$ cat config.mk
export PLATFORM = sky130hd
export DESIGN_NAME = norm_arbiter
export DESIGN_NICKNAME = d
export VERILOG_FILES = /design/src/rtl/norm_arbiter_pkg.sv /design/src/rtl/norm_arbiter_lzc.sv /design/src/rtl/norm_arbiter.sv
export SDC_FILE = /design/constraint.sdc
export NUM_CORES = 1
export LEC_CHECK = 0
export CORE_UTILIZATION = 55
export DETAILED_ROUTE_END_ITERATION = 8
export PLACE_DENSITY_LB_ADDON = 0.25
export REMOVE_ABC_BUFFERS = 1
export SYNTH_ARGS = -nofsm -noshare
export SYNTH_HDL_FRONTEND = slang
export SYNTH_SLANG_ARGS = --single-unit
$ cat constraint.sdc
create_clock -name clk -period 8.2 [get_ports clk]
set_clock_uncertainty 0.05 [all_clocks]
set_input_delay 1.64 -clock clk [delete_from_list [all_inputs] [get_ports clk]]
set_output_delay 1.64 -clock clk [all_outputs]
set_load 0.01 [all_outputs]
$ cat src/rtl/norm_arbiter_pkg.sv
// Shared definitions for the normalizer arbiter: FSM encoding, count width
// and the requester grant search used by both arbitration modes.
package norm_arbiter_pkg;

    typedef enum logic [1:0] {
        ST_IDLE = 2'd0,
        ST_CALC = 2'd1,
        ST_HOLD = 2'd2
    } state_t;

    // Leading-zero count width; holds 0..64 for the widest legal operand.
    localparam int LZC_W   = 7;

    // Largest requester count the grant search has to cover.
    localparam int MAX_REQ = 8;

    // First set bit of valid, scanning upward from start and wrapping at nreq.
    // Fixed priority passes start = 0; round-robin passes last_granted + 1.
    function automatic logic [2:0] grant_idx(input logic [MAX_REQ-1:0] valid,
                                             input logic [2:0]         start,
                                             input int                 nreq);
        logic [2:0] idx;
        logic       found;
        int         pos;
        idx   = '0;
        found = 1'b0;
        for (int k = 0; k < MAX_REQ; k++) begin
            pos = (int'(start) + k) % nreq;
            if (!found && (k < nreq) && valid[pos]) begin
                idx   = 3'(pos);
                found = 1'b1;
            end
        end
        return idx;
    endfunction

endpackage

$ cat src/rtl/norm_arbiter_lzc.sv
// Leading-zero counter: number of zero bits above the most significant set
// bit; an all-zero input yields WIDTH.
module norm_arbiter_lzc #(
    parameter int WIDTH = 32,
    parameter int CNT_W = 7
) (
    input  logic [WIDTH-1:0] i_data,
    output logic [CNT_W-1:0] o_cnt
);

    // Scan upward so the highest set bit is the last one to overwrite the count.
    always_comb begin
        o_cnt = CNT_W'(WIDTH);
        for (int i = 0; i < WIDTH; i++) begin
            if (i_data[i]) begin
                o_cnt = CNT_W'(WIDTH - 1 - i);
            end
        end
    end

endmodule

$ cat src/rtl/norm_arbiter.sv
// Shared left-normalizer for several requesters. One operand is accepted in
// IDLE, normalized in CALC and presented in HOLD until taken downstream.
// Build option: define NORM_ARBITER_RR_EN for round-robin arbitration;
// without it the lowest-indexed valid requester always wins.
module norm_arbiter
    import norm_arbiter_pkg::*;
#(
    parameter int WIDTH = 32,
    parameter int NREQ  = 2,
    parameter int IDW   = $clog2(NREQ)
) (
    input  logic                  clk,
    input  logic                  reset_n,
    input  logic [NREQ-1:0]       req_valid,
    input  logic [NREQ*WIDTH-1:0] req_data,
    output logic [NREQ-1:0]       req_ready,
    output logic                  out_valid,
    input  logic                  out_ready,
    output logic [IDW-1:0]        out_id,
    output logic [WIDTH-1:0]      out_data,
    output logic [LZC_W-1:0]      out_shift,
    output logic                  out_zero
);

    state_t             r_state;
    logic [WIDTH-1:0]   r_operand;
    logic [IDW-1:0]     r_id;
    logic [WIDTH-1:0]   r_out_data;
    logic [LZC_W-1:0]   r_out_shift;
    logic               r_out_zero;
    logic               r_out_valid;

    logic [WIDTH-1:0]   w_ops [NREQ];
    logic [2:0]         w_start;
    logic [IDW-1:0]     w_sel;
    logic               w_accept;
    logic [LZC_W-1:0]   w_cnt;
    logic [WIDTH-1:0]   w_shifted;

    // Split the flat operand bus into one word per requester.
    always_comb begin
        for (int i = 0; i < NREQ; i++) begin
            w_ops[i] = req_data[i*WIDTH +: WIDTH];
        end
    end

`ifdef NORM_ARBITER_RR_EN
    logic [IDW-1:0] r_last;

    // Search begins one past the last granted requester, wrapping at NREQ.
    always_comb begin
        w_start = (r_last == IDW'(NREQ - 1)) ? 3'd0 : (3'(r_last) + 3'd1);
    end

    // Remember the most recent grant; moves only when an operand is accepted.
    always_ff @(posedge clk or negedge reset_n) begin
        if (!reset_n) begin
            r_last <= IDW'(NREQ - 1);
        end else if (w_accept) begin
            r_last <= w_sel;
        end
    end
`else
    // Fixed priority: always start the search at requester 0.
    always_comb begin
        w_start = 3'd0;
    end
`endif

    // Pick the winner and raise its ready strobe only while idle; the strobe is
    // forced low during reset so no requester sees a phantom accept.
    always_comb begin
        w_sel     = IDW'(grant_idx(MAX_REQ'(req_valid), w_start, NREQ));
        w_accept  = reset_n && (r_state == ST_IDLE) && (|req_valid);
        req_ready = w_accept ? (NREQ'(1) << w_sel) : '0;
    end

    norm_arbiter_lzc #(
        .WIDTH (WIDTH),
        .CNT_W (LZC_W)
    ) u_lzc (
        .i_data (r_operand),
        .o_cnt  (w_cnt)
    );

    // A count of WIDTH means a zero operand; force zero rather than rely on
    // shift semantics at the full width.
    always_comb begin
        w_shifted = (w_cnt >= LZC_W'(WIDTH)) ? '0 : (r_operand << w_cnt);
    end

    // Accept / normalize / hold sequencer with all result outputs registered.
    always_ff @(posedge clk or negedge reset_n) begin
        if (!reset_n) begin
            r_state     <= ST_IDLE;
            r_operand   <= '0;
            r_id        <= '0;
            r_out_data  <= '0;
            r_out_shift <= '0;
            r_out_zero  <= 1'b0;
            r_out_valid <= 1'b0;
        end else begin
            case (r_state)
                ST_IDLE: begin
                    if (w_accept) begin
                        r_operand <= w_ops[w_sel];
                        r_id      <= w_sel;
                        r_state   <= ST_CALC;
                    end
                end
                ST_CALC: begin
                    r_out_data  <= w_shifted;
                    r_out_shift <= w_cnt;
                    r_out_zero  <= (w_cnt == LZC_W'(WIDTH));
                    r_out_valid <= 1'b1;
                    r_state     <= ST_HOLD;
                end
                ST_HOLD: begin
                    if (out_ready) begin
                        r_out_valid <= 1'b0;
                        r_state     <= ST_IDLE;
                    end
                end
                default: begin
                    r_out_valid <= 1'b0;
                    r_state     <= ST_IDLE;
                end
            endcase
        end
    end

    assign out_valid = r_out_valid;
    assign out_id    = r_id;
    assign out_data  = r_out_data;
    assign out_shift = r_out_shift;
    assign out_zero  = r_out_zero;

endmodule
==> tab_implementation.tex <==
% Implementation results table
\begin{tabular}{lr}
\hline
Metric & Value \\
\hline
\multicolumn{2}{l}{\textbf{Synth}} \\
\quad Fraction of registers with async set or reset after synthesis & 100\% \\
\quad XOR/XNOR share of the synthesized area & 0\% \\
\quad Most used standard cells in the synthesized netlist & mux2i\_1, dfrtp\_1, nand2\_1, o21ai\_0, nor2\_1 \\
\quad Sequential fraction of the synthesis area & 39.0\% \\
\quad Share of the synthesized area in the top cell type & 39.0\% \\
\quad Ys flop type & dfrtp\_1 \\
\multicolumn{2}{l}{\textbf{Status}} \\
\quad Outcome & finished, final reports clean \\
\multicolumn{2}{l}{\textbf{Finish}} \\
\quad Filler cell count in the final layout & 658 \\
\quad Comb/total area & 44.2\% \\
\quad Final clock-cell share & 3.52\% \\
\multicolumn{2}{l}{\textbf{Global routing}} \\
\quad Wire length of the first global-routing pass & 20500 um \\
\multicolumn{2}{l}{\textbf{Setup path}} \\
\quad Stage delay of the slowest cell on the critical path & 0.70 ns \\
\multicolumn{2}{l}{\textbf{Drt}} \\
\quad Remaining number of nets flagged by the antenna check after routing & 0 \\
\quad Routed length on met1 & 5680 um \\
\quad Wire length on met3 & 670 um \\
\multicolumn{2}{l}{\textbf{CTS}} \\
\quad CTS-repair resized insts & 0 \\
\multicolumn{2}{l}{\textbf{Power and ir drop}} \\
\quad Main power-consuming group & combinational cells \\
\quad Clk. pwr & 0.000318 W \\
\quad Power in sequential cells & 0.000674 W \\
\quad Sequential share of power & 28.3\% \\
\multicolumn{2}{l}{\textbf{Placed design}} \\
\quad I/O Buffers & 111 \\
\quad RD Place Congestion & 0.903 \\
\multicolumn{2}{l}{\textbf{Final timing}} \\
\quad Fmax & 0.186 GHz \\
\hline
\end{tabular}
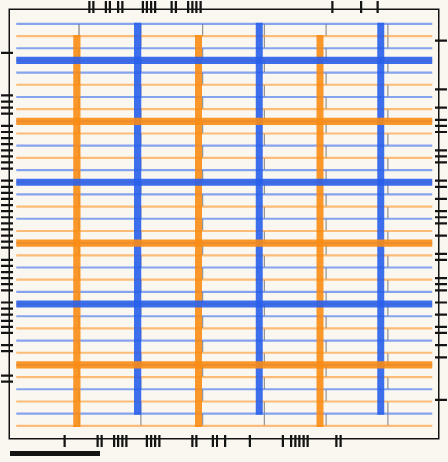
(images/floorplan.png)
The bar under the picture is 20 um long. Pins as bars on the die edge. Tap cells in grey.
VSS: marked orange. VDD: marked blue.
113 signal pins sit on the boundary. The core has 33 rows.
maximum vdd ir drop: 0.171 mV
placeable core region: 0.00834 mm2
vertical extent of the die: 95.6 um
die width: 95.6 um

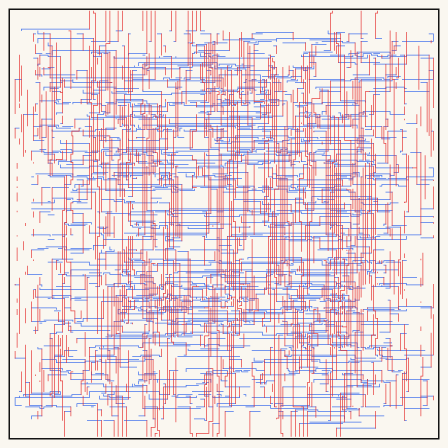
(images/layers.png)
Only two layers are drawn.
M1: marked blue, wire length 5680 um. M2: marked red, wire length 6210 um.
total global routing track utilization: 29.5%
total routed wirelength: 12800 um
DR WL/cell: 17.6 um

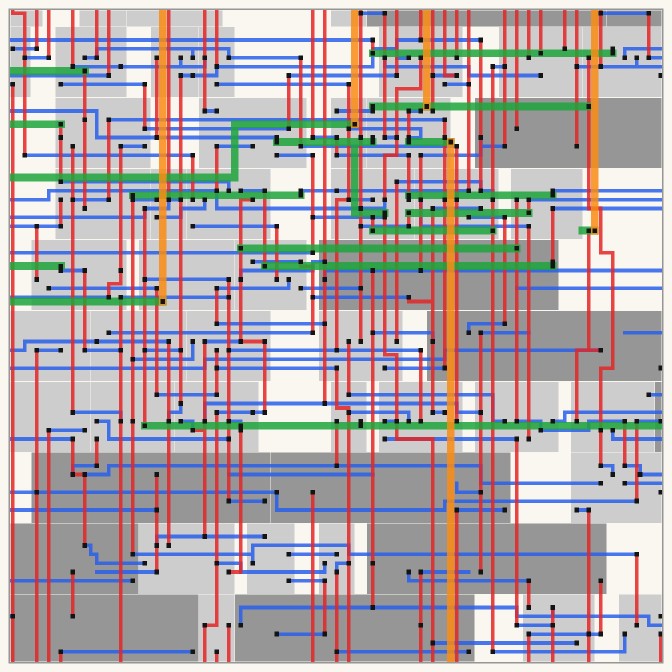
(images/closeup.png)
Region (59, 11) to (84, 36) um. Cells in grey, sequential cells in the stronger grey; small squares are vias.
M1: marked blue. M4: marked orange. M3: marked green. M2: marked red.
Most frequent: dfrtp_1 (9), mux2i_1 (5), o221ai_1 (5). 46 logic cells have their middle in the window. Sequential cells in the window: 9. Netlist names of flops here include `out_data` (8), `out_shift` (1).

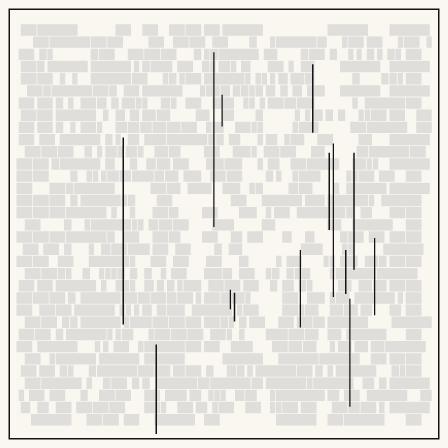
(images/m4.png)
The longest straight run is 41.5 um. The layer carries 276 um of wire.
vias after detailed routing: 4410

No activity file was given, so power comes from the tool's default toggle rates.
